===== src/rtl/booth4_ctrl_if.sv =====
// booth4_ctrl_if: signal bundle between the radix-4 Booth control unit and
// its datapath. The datapath side (master) supplies the start request and
// the current Q recoding triplet. The control side (slave) returns the
// register strobes, the adder mode bits and busy.
interface booth4_ctrl_if;
  logic bgn;
  logic q1;
  logic q0;
  logic qm1;
  logic c0;
  logic c1;
  logic c2;
  logic c3;
  logic c4;
  logic c5;
  logic c6;
  logic sub;
  logic m2;
  logic busy;

  modport master (
    output bgn, q1, q0, qm1,
    input  c0, c1, c2, c3, c4, c5, c6, sub, m2, busy
  );

  modport slave (
    input  bgn, q1, q0, qm1,
    output c0, c1, c2, c3, c4, c5, c6, sub, m2, busy
  );
endinterface


===== src/rtl/booth4_ctrl.sv =====
// booth4_ctrl: sequencer for an 8-bit radix-4 Booth multiplier datapath.
// It loads M and then Q, runs four EVAL/ADD/SHIFT iterations, drives the
// A and Q halves of the result onto the bus, and then pulses c6.
// All outputs are decoded from registered state only (Moore outputs).
// Optional macro BOOTH4_ZERO_SKIP_EN: when the recoded op is zero, EVAL
// goes straight to SHIFT, so latency varies from 13 to 17 cycles. Without
// the macro, ADD is always visited and latency is a constant 17 cycles.
module booth4_ctrl (
  input  logic clk,
  input  logic rst_b,
  booth4_ctrl_if.slave bus
);

  typedef enum logic [3:0] {
    IDLE, LD_M, LD_Q, EVAL, ADD, SHIFT, OUT_A, OUT_Q, DONE
  } state_t;

  state_t      state;
  state_t      next_state;
  logic [1:0]  cnt;
  logic [2:0]  trip;
  logic        trip_zero;
  logic        trip_sub;
  logic        trip_m2;

  // Triplets 000 and 111 recode to "add nothing".
  function automatic logic op_is_zero(input logic [2:0] t);
    return (t == 3'b000) || (t == 3'b111);
  endfunction

  assign trip_zero = op_is_zero(trip);
  assign trip_sub  = trip[2] & ~(trip[1] & trip[0]);
  assign trip_m2   = (trip == 3'b011) || (trip == 3'b100);

  // State register; reset returns to IDLE without waiting for a clock edge.
  always_ff @(posedge clk or negedge rst_b) begin
    if (!rst_b) state <= IDLE;
    else        state <= next_state;
  end

  // Iteration counter and the triplet captured in EVAL for use in ADD.
  always_ff @(posedge clk or negedge rst_b) begin
    if (!rst_b) begin
      cnt  <= 2'd0;
      trip <= 3'b000;
    end else begin
      if (state == IDLE && bus.bgn) cnt <= 2'd0;
      else if (state == SHIFT)      cnt <= cnt + 2'd1;
      if (state == EVAL) trip <= {bus.q1, bus.q0, bus.qm1};
    end
  end

  // Next-state sequencing.
  always_comb begin
    next_state = state;
    case (state)
      IDLE:  if (bus.bgn) next_state = LD_M;
      LD_M:  next_state = LD_Q;
      LD_Q:  next_state = EVAL;
      EVAL: begin
`ifdef BOOTH4_ZERO_SKIP_EN
        if (op_is_zero({bus.q1, bus.q0, bus.qm1})) next_state = SHIFT;
        else                                        next_state = ADD;
`else
        next_state = ADD;
`endif
      end
      ADD:   next_state = SHIFT;
      SHIFT: next_state = (cnt == 2'd3) ? OUT_A : EVAL;
      OUT_A: next_state = OUT_Q;
      OUT_Q: next_state = DONE;
      DONE:  next_state = IDLE;
      default: next_state = IDLE;
    endcase
  end

  // Moore output decode; the adder mode bits are qualified by c2.
  always_comb begin
    bus.c0   = 1'b0;
    bus.c1   = 1'b0;
    bus.c2   = 1'b0;
    bus.c3   = 1'b0;
    bus.c4   = 1'b0;
    bus.c5   = 1'b0;
    bus.c6   = 1'b0;
    bus.sub  = 1'b0;
    bus.m2   = 1'b0;
    bus.busy = (state != IDLE);
    case (state)
      LD_M:  bus.c0 = 1'b1;
      LD_Q:  bus.c1 = 1'b1;
      ADD: begin
        if (!trip_zero) begin
          bus.c2  = 1'b1;
          bus.sub = trip_sub;
          bus.m2  = trip_m2;
        end
      end
      SHIFT: bus.c3 = 1'b1;
      OUT_A: bus.c4 = 1'b1;
      OUT_Q: bus.c5 = 1'b1;
      DONE:  bus.c6 = 1'b1;
      default: ;
    endcase
  end

endmodule

===== src/flat_wrapper.sv =====
// flat-port wrapper written by rule: the top's interface ports become plain ports
module booth4_ctrl_flat 
  (clk, rst_b, bus_bgn, bus_q1, bus_q0, bus_qm1, bus_c0, bus_c1, bus_c2, bus_c3, bus_c4, bus_c5, bus_c6, bus_sub, bus_m2, bus_busy);
  booth4_ctrl_if bus_i ();
  input  logic clk;
  input  logic rst_b;
  input wire logic [$bits(bus_i.bgn)-1:0] bus_bgn;
  input wire logic [$bits(bus_i.q1)-1:0] bus_q1;
  input wire logic [$bits(bus_i.q0)-1:0] bus_q0;
  input wire logic [$bits(bus_i.qm1)-1:0] bus_qm1;
  output wire logic [$bits(bus_i.c0)-1:0] bus_c0;
  output wire logic [$bits(bus_i.c1)-1:0] bus_c1;
  output wire logic [$bits(bus_i.c2)-1:0] bus_c2;
  output wire logic [$bits(bus_i.c3)-1:0] bus_c3;
  output wire logic [$bits(bus_i.c4)-1:0] bus_c4;
  output wire logic [$bits(bus_i.c5)-1:0] bus_c5;
  output wire logic [$bits(bus_i.c6)-1:0] bus_c6;
  output wire logic [$bits(bus_i.sub)-1:0] bus_sub;
  output wire logic [$bits(bus_i.m2)-1:0] bus_m2;
  output wire logic [$bits(bus_i.busy)-1:0] bus_busy;
  assign bus_i.bgn = bus_bgn;
  assign bus_i.q1 = bus_q1;
  assign bus_i.q0 = bus_q0;
  assign bus_i.qm1 = bus_qm1;
  assign bus_c0 = bus_i.c0;
  assign bus_c1 = bus_i.c1;
  assign bus_c2 = bus_i.c2;
  assign bus_c3 = bus_i.c3;
  assign bus_c4 = bus_i.c4;
  assign bus_c5 = bus_i.c5;
  assign bus_c6 = bus_i.c6;
  assign bus_sub = bus_i.sub;
  assign bus_m2 = bus_i.m2;
  assign bus_busy = bus_i.busy;
  booth4_ctrl u_core (.clk(clk), .rst_b(rst_b), .bus(bus_i));
endmodule

===== config.mk =====
export PLATFORM = sky130hd
export DESIGN_NAME = booth4_ctrl_flat
export DESIGN_NICKNAME = d
export VERILOG_FILES = /design/src/rtl/booth4_ctrl_if.sv /design/src/rtl/booth4_ctrl.sv /design/src/flat_wrapper.sv
export SDC_FILE = /design/constraint.sdc
export NUM_CORES = 1
export LEC_CHECK = 0
export CORE_AREA = 2 2 39 41
export DETAILED_ROUTE_END_ITERATION = 10
export DIE_AREA = 0 0 41 43
export GPL_ROUTABILITY_DRIVEN = 0
export HOLD_SLACK_MARGIN = 0.05
export PLACE_DENSITY = 0.75
export SLEW_MARGIN = 25
export SYNTH_ARGS = -nofsm -noshare
export SYNTH_HDL_FRONTEND = slang
export SYNTH_SLANG_ARGS = --single-unit

===== constraint.sdc =====
create_clock -name clk -period 1.3 [get_ports clk]
set_input_delay 0.195 -clock clk [delete_from_list [all_inputs] [get_ports clk]]
set_output_delay 0.195 -clock clk [all_outputs]
set_load 0.03 [all_outputs]

Fig. 1: run 1, met3 routing
Drawn at 12 px/um.
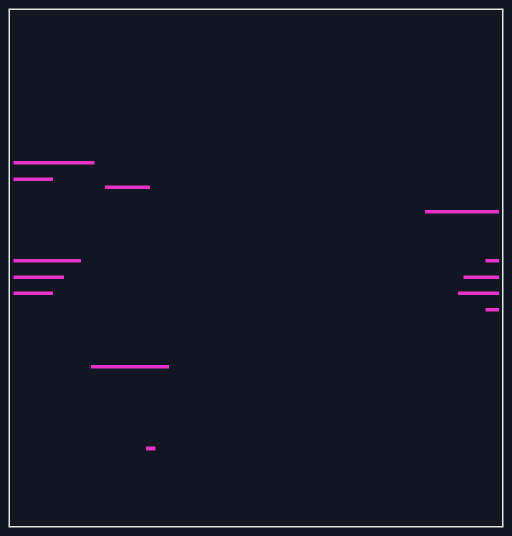
main direction: horizontal
nets with wire on the layer: 11
wire length on this layer: 44.8 um
met3 Resource Use GR: 3.14%
via count: 482

Fig. 2: run 1, cells by drive strength
Drawn at 12 px/um.
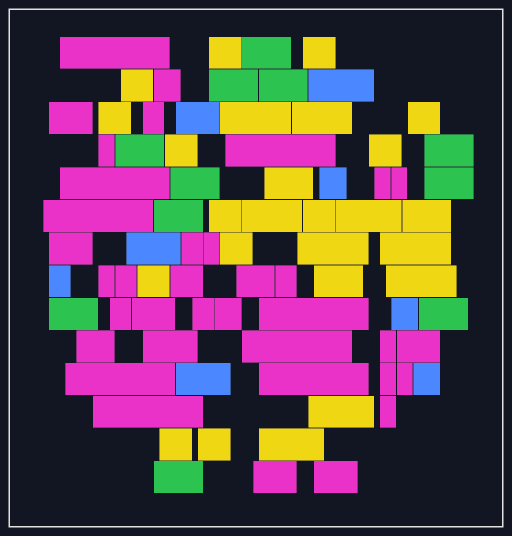
[x1 and smaller] magenta | cells: 36 | share: 45% | most used: dfrtp_1
[x3 and x4] yellow | cells: 25 | share: 31% | most used: buf_4
[x6 and larger] green | cells: 11 | share: 14% | most used: buf_6
[x2] blue | cells: 8 | share: 10% | most used: or2_2
final standard cell area without fillers: 886 sq um
non-clock buffer count: 27
final worst setup slack: -0.442 ns

==> run notes, run 1 <==
The full implementation flow was run.

The run finished, with violations left. The checks that failed: negative setup slack. In the post-synthesis netlist, the cell with the most instances is sky130_fd_sc_hd__dfrtp_1. The I/O pin count stands at 16. Of the available clock period, the critical path in the final layout requires 134%. The number of cells reported by Yosys stat comes to 53. The number of cells on the worst reg-to-reg path is 6. The launch point of the worst register-to-register path is recorded as u_core.state[1]$_DFFE_PN0P_.

The smallest hold slack stands at 0.232 ns. TritonCTS built the clock tree. Compared with the post-synthesis result, the final layout area differs by 66.6%.

The remaining global-route overflow stands at 0. The share of synthesized cell area in and-or and or-and compound cells stands at 10.6%. STA classifies the critical path endpoint as an output pin.

STA puts the critical path data arrival time at 1.55 ns. Global routing used 18.0% of the available tracks across all layers. The flow reported a cell area power density of 2640 nW/um^2. The worst-case IR drop observed on VDD is 1140 uV. For this run, asynchronously set or reset flops after synthesis account for 100%.

The stage logs contain a warning count of 29. The report shows a maximum critical-path fanout of 9. The number of design rule violations left after detail routing stands at 0. Per STA, the worst path is made up of buf_6, nand2b_4, or3_4, a21oi_4, buf_6. Yosys reports that the most numerous cell types are 9 x sky130_fd_sc_hd__dfrtp_1, 7 x sky130_fd_sc_hd__a21oi_1, 5 x sky130_fd_sc_hd__nand2_1, 5 x sky130_fd_sc_hd__nor2_1. The sequential group power stands at 0.000518 W. The overall chip area stands at 1760 sq um. The count of state elements after synthesis stands at 9. Among all stages on the critical path, the largest delay is contributed by sky130_fd_sc_hd__dfrtp_1. The core region is 1380 sq um. The switching power of the nets stands at 0.00102 W. Summing the areas of all and, or, nand and nor instances in the mapped netlist gives 27.8% of the synthesized area.

The cell sitting at the root of the clock tree is a sky130_fd_sc_hd__clkbuf_4. Per the synth stats, the flop cell with the highest instance count is sky130_fd_sc_hd__dfrtp_1. Looking at the reg2reg group, the worst path ends at u_core.cnt[1]$_DFFE_PN0P_. The most common logic cell in the final layout is sky130_fd_sc_hd__buf_6. Per the layout report, the design carries 119 filler cells. Once the clock tree was built, the resizer swapped 15 gates to a different size. In the post-route analysis, the smallest setup slack over all paths is -0.442 ns. The worst setup path is of the register to output pin kind. The average wire per cell in the routed design stands at 12.9 um. The flow reports that combinational logic draws 68.8% of the design power. The count of buffers added on input and output ports is 15. The pin closest to its max-slew limit shows a slew of 0.406 ns. Measured against its own limit, the worst slew margin works out to 72.9%.

The clock passes through at most 2 buffers. Among the non-sequential cells, simple AND/OR/NAND/NOR gates take the most area. Switching power as a fraction of the total was reported as 43.7%. Of all cell types, the one taking the most synthesized area is sky130_fd_sc_hd__dfrtp_1. The worst setup path is launched from a register. In this run the mean area of a mapped cell was 10.0 sq um.

Per the TritonCTS log, the buffer count is 3. Summed over all combinational cells, the power is 0.00161 W. The post-synth design cell area stands at 532 sq um.

Per the placement report, the placed cell count is 88. The via count of the first global-routing pass was 474. The achievable clock frequency stands at 574 MHz. Synthesis produced a netlist whose cell count is 53.

The count of pins over their slew limit stands at 0. The synthesis run shows multiplexers occupying 8.24% of the cell area. Clock network power for this build is 0.000212 W.

The average vias per placed instance stands at 5.02. The initial antenna violation count came to 0. The placement-stage cell area stands at 752 sq um. Per the finish-stage timing summary, setup violations number 15. Setup repair after global routing could not meet its margin everywhere. The fraction of synthesized cell area in xor and xnor cells stands at 1.65%.

For this run, the post-layout net count is 88. The register with the most flip-flops in the layout has 4 of them. In the final timing run, aggregate negative setup slack is -3.54 ns.

In this run, flip-flops and latches consume 22.1% of the power. Endpoints failing hold in the final report were tallied at 0. Buffers inserted to repair hold after CTS numbered 0.
Fig. 3: run 1, where the registers sit
Drawn at 8 px/um.
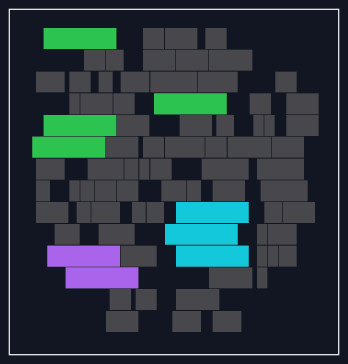
[`u_core.trip`] cyan | placed flops: 3
[`u_core.state`] green | placed flops: 4
[`u_core.cnt`] purple | placed flops: 2

run 1: layer usage:
metal | GRT usage, % | wire, um | up-vias
met5 | 0 | 0 | -
met4 | 14.0 | 38 | 0
met3 | 3.14 | 44 | 4
met2 | 26.6 | 622 | 12
met1 | 21.9 | 532 | 227
li1 | - | - | 239
run 1: cell type report:
class                   instances  area (sq um)  share of cell area [%]
multi-input cells              39           357                    40.3
repair buffers                 27           254                    28.7
flip-flops and latches          9           225                    25.4
clock buffers                   4          26.3                    2.97
well taps                      16          20.0                    2.26
inverters                       1          3.75                   0.424
run 1: logic make-up (layout without fill, tap and decap cells):
logic type | count (synthesis) | after routing
fa+ha+maj | 1 | 1
simple gates | 23 | 23
buf+inv | 5 | 32
mux | 4 | 4
xor+xnor | 1 | 1
compound gates | 10 | 10
flops | 9 | 9
## Run 2: what changed since run 1
- GPL_ROUTABILITY_DRIVEN: 0 -> unset
Fig. 4: run 2, cells by drive strength
Drawn at 12 px/um.
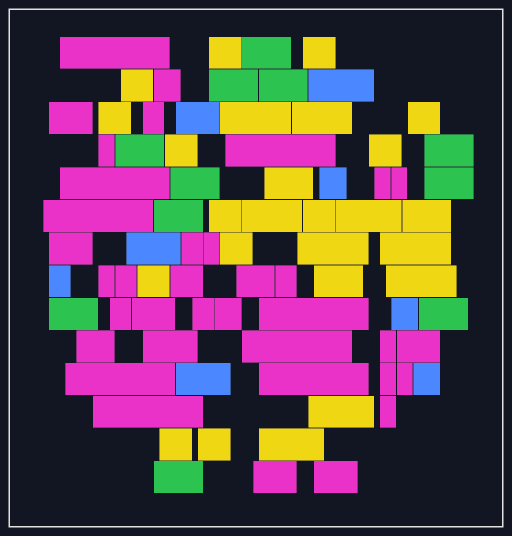
[x1 and smaller] magenta | cells: 36 | share: 45% | most used: dfrtp_1
[x2] blue | cells: 8 | share: 10% | most used: or2_2
[x6 and larger] green | cells: 11 | share: 14% | most used: buf_6
[x3 and x4] yellow | cells: 25 | share: 31% | most used: buf_4
Layout Area Growth over Synthesis: 66.6%

==> run 2 against run 1 <==
The run still ends with negative setup slack left. Wire length is the same. Final area unchanged. Global-route usage unchanged. Die size is the same. Setup slack unchanged. Highest routed layer unchanged.
==> run notes, run 2 <==
The full implementation flow was run.

The number of nets at the end of the flow stands at 88. The final layout report lists a non-clock inverter count of 1. Among logic cells in the layout, the one with the most instances is sky130_fd_sc_hd__buf_6. Walking the worst path, the cells encountered are buf_6, nand2b_4, or3_4, a21oi_4, buf_6. The average vias per placed instance stands at 5.02.

In the post-route analysis, the smallest setup slack over all paths is -0.442 ns. The flow ran to the end, but the final reports show violations. Post-synth the commonest register cell is sky130_fd_sc_hd__dfrtp_1. In the finished design, the share of the clock period the worst path needs comes to 134%. The synthesized design spends more area on one cell type than any other, namely sky130_fd_sc_hd__dfrtp_1. For the worst reg-to-reg path, the endpoint reported by OpenROAD is u_core.cnt[1]$_DFFE_PN0P_.

Setup repair after global routing could not meet its margin everywhere. The met3 wirelength from detailed routing stands at 44 um. STA classifies the critical path startpoint as a register. Net switching is 43.7% of the power. Buffers inserted to repair hold after CTS numbered 0. Summing the areas of all and, or, nand and nor instances in the mapped netlist gives 27.8% of the synthesized area. Multi-input gates account for 40.3% of the area. The via count of the first global-routing pass was 474. The power per cell area stands at 2640 nW/um^2.

TritonCTS built the clock tree. The area of all sequential standard cells stands at 225 sq um. The initial antenna violation count came to 0. By startpoint and endpoint, the worst setup path is classified as register to output pin.

In the final layout, clock buffers and inverters account for 2.97% of the cell area. Counting cells, the worst reg-to-reg path comes to 6. The final report lists the setup-violating endpoint count as 15.

The normalized max-slew margin stands at 72.9%. The slew at the pin closest to its max-slew limit stands at 0.406 ns. The number of buffers between clock root and the deepest sink stands at 2. The post-synthesis cell count from yosys stands at 53. Across all hold checks on the routed design, the worst slack comes to 0.232 ns. The core region is 1380 sq um. The number of port buffers stands at 15. The worst setup path is captured at an output pin. In this run, power in the clock network comes to 0.000212 W. The flip-flop count of the largest register, all copies and words added stands at 4. The fraction of layout instances using a drive strength above 1 stands at 55.0%. Summing all non-filler instances in the final layout gives an area of 886 sq um.

The arrival time of the worst setup path stands at 1.55 ns. The number of multi-input combinational cells in the layout is 39. Summing all multi-input logic gate instances after layout gives 357 sq um.

The design has 9 sequential cells. Global routing put the most usage on met2. The met1 global-route usage stands at 21.9%. Combinational cells account for 68.8% of the total power.

The total via count after detailed routing stands at 482. The number of warnings the tools reported stands at 29. Across the VDD grid, the largest voltage drop is 1140 uV.

Of all flip-flops after synthesis, the portion carrying an async set or reset was 100%. The floorplan report gives the top-level pin count as 16. TritonCTS created 3 clock buffers.

The count of state elements after synthesis stands at 9. On the critical path, the stage with the largest delay is an instance of sky130_fd_sc_hd__dfrtp_1. The area share of buffers outside the clock network stands at 28.7%. The met2 layer usage reported by global route stands at 26.6%. The synthesized netlist handed to floorplanning was reported with a cell count of 53. The fraction of synthesized cell area in xor and xnor cells stands at 1.65%.

In the per-layer breakdown of the detailed-route log, met1 shows 532 um. The layout has 119 filler cells. In this run the mean area of a mapped cell was 10.0 sq um. Max fanout on the critical path was recorded as 9.

Per the detailed placement report, the placed cell area equals 752 sq um. The highest metal layer carrying signal wires in the routed design is met4. The final reports fail on negative setup slack.

CTS placed an instance of sky130_fd_sc_hd__clkbuf_4 at the clock tree root. The launch point of the worst register-to-register path is recorded as u_core.state[1]$_DFFE_PN0P_. The clock buffer count stands at 4. The share of total power dissipated in the clock network is 9.0%. The achievable clock frequency stands at 574 MHz.

The post-synth design cell area stands at 532 sq um. In this run, power in flip-flops and latches comes to 0.000518 W. The inserted tap cell count stands at 16. The count of buffers not belonging to the clock network in the layout stands at 27. The routed wire length on met2 stands at 622 um.

The total combinational power stands at 0.00161 W. The met3 global-route usage stands at 3.14%.
Fig. 5: run 2, routed metal per tile
Drawn at 8 px/um. 8 x 9 tiles, from black (low) to pale yellow (high), scaled to the fullest tile. Values are wire area over tile area, all layers added.
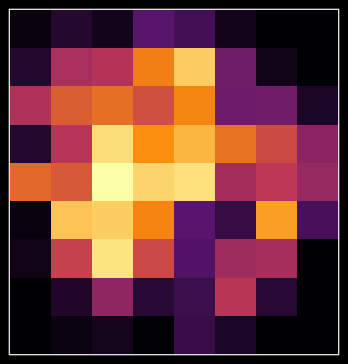
tiles over half the peak: 32%
mean over tiles: 0.11
densest ninth of the die: middle
nearly empty tiles: 14%
fullest tile: 0.31
Tot GR Track Use: 18.0%
Wirelength per Cell: 12.9 um

run 2: cell counts in the layout (fill, tap and decap cells not counted):
Identical to the previous run, type by type.
run 2: stage by stage:
step | TNS [ns] | total power, W | std cells
floorplan | -0.463 | 0.00146 | 53
global placement | -1.10 | 0.00181 | 88
detailed placement | -1.18 | 0.00184 | 88
CTS | -3.86 | 0.00222 | 95
global route | -4.43 | 0.00251 | 96
finish | -3.54 | 0.00234 | 96
run 2: what timing repair did:
item                       4_1_cts  5_1_grt
gates cloned                     0        0
gates resized                   15       11
setup buffers                    3        2
setup endpoints to repair       15       15
pin swaps                        4        2
Power figures rest on the tool's default switching activity, not on a simulated workload.
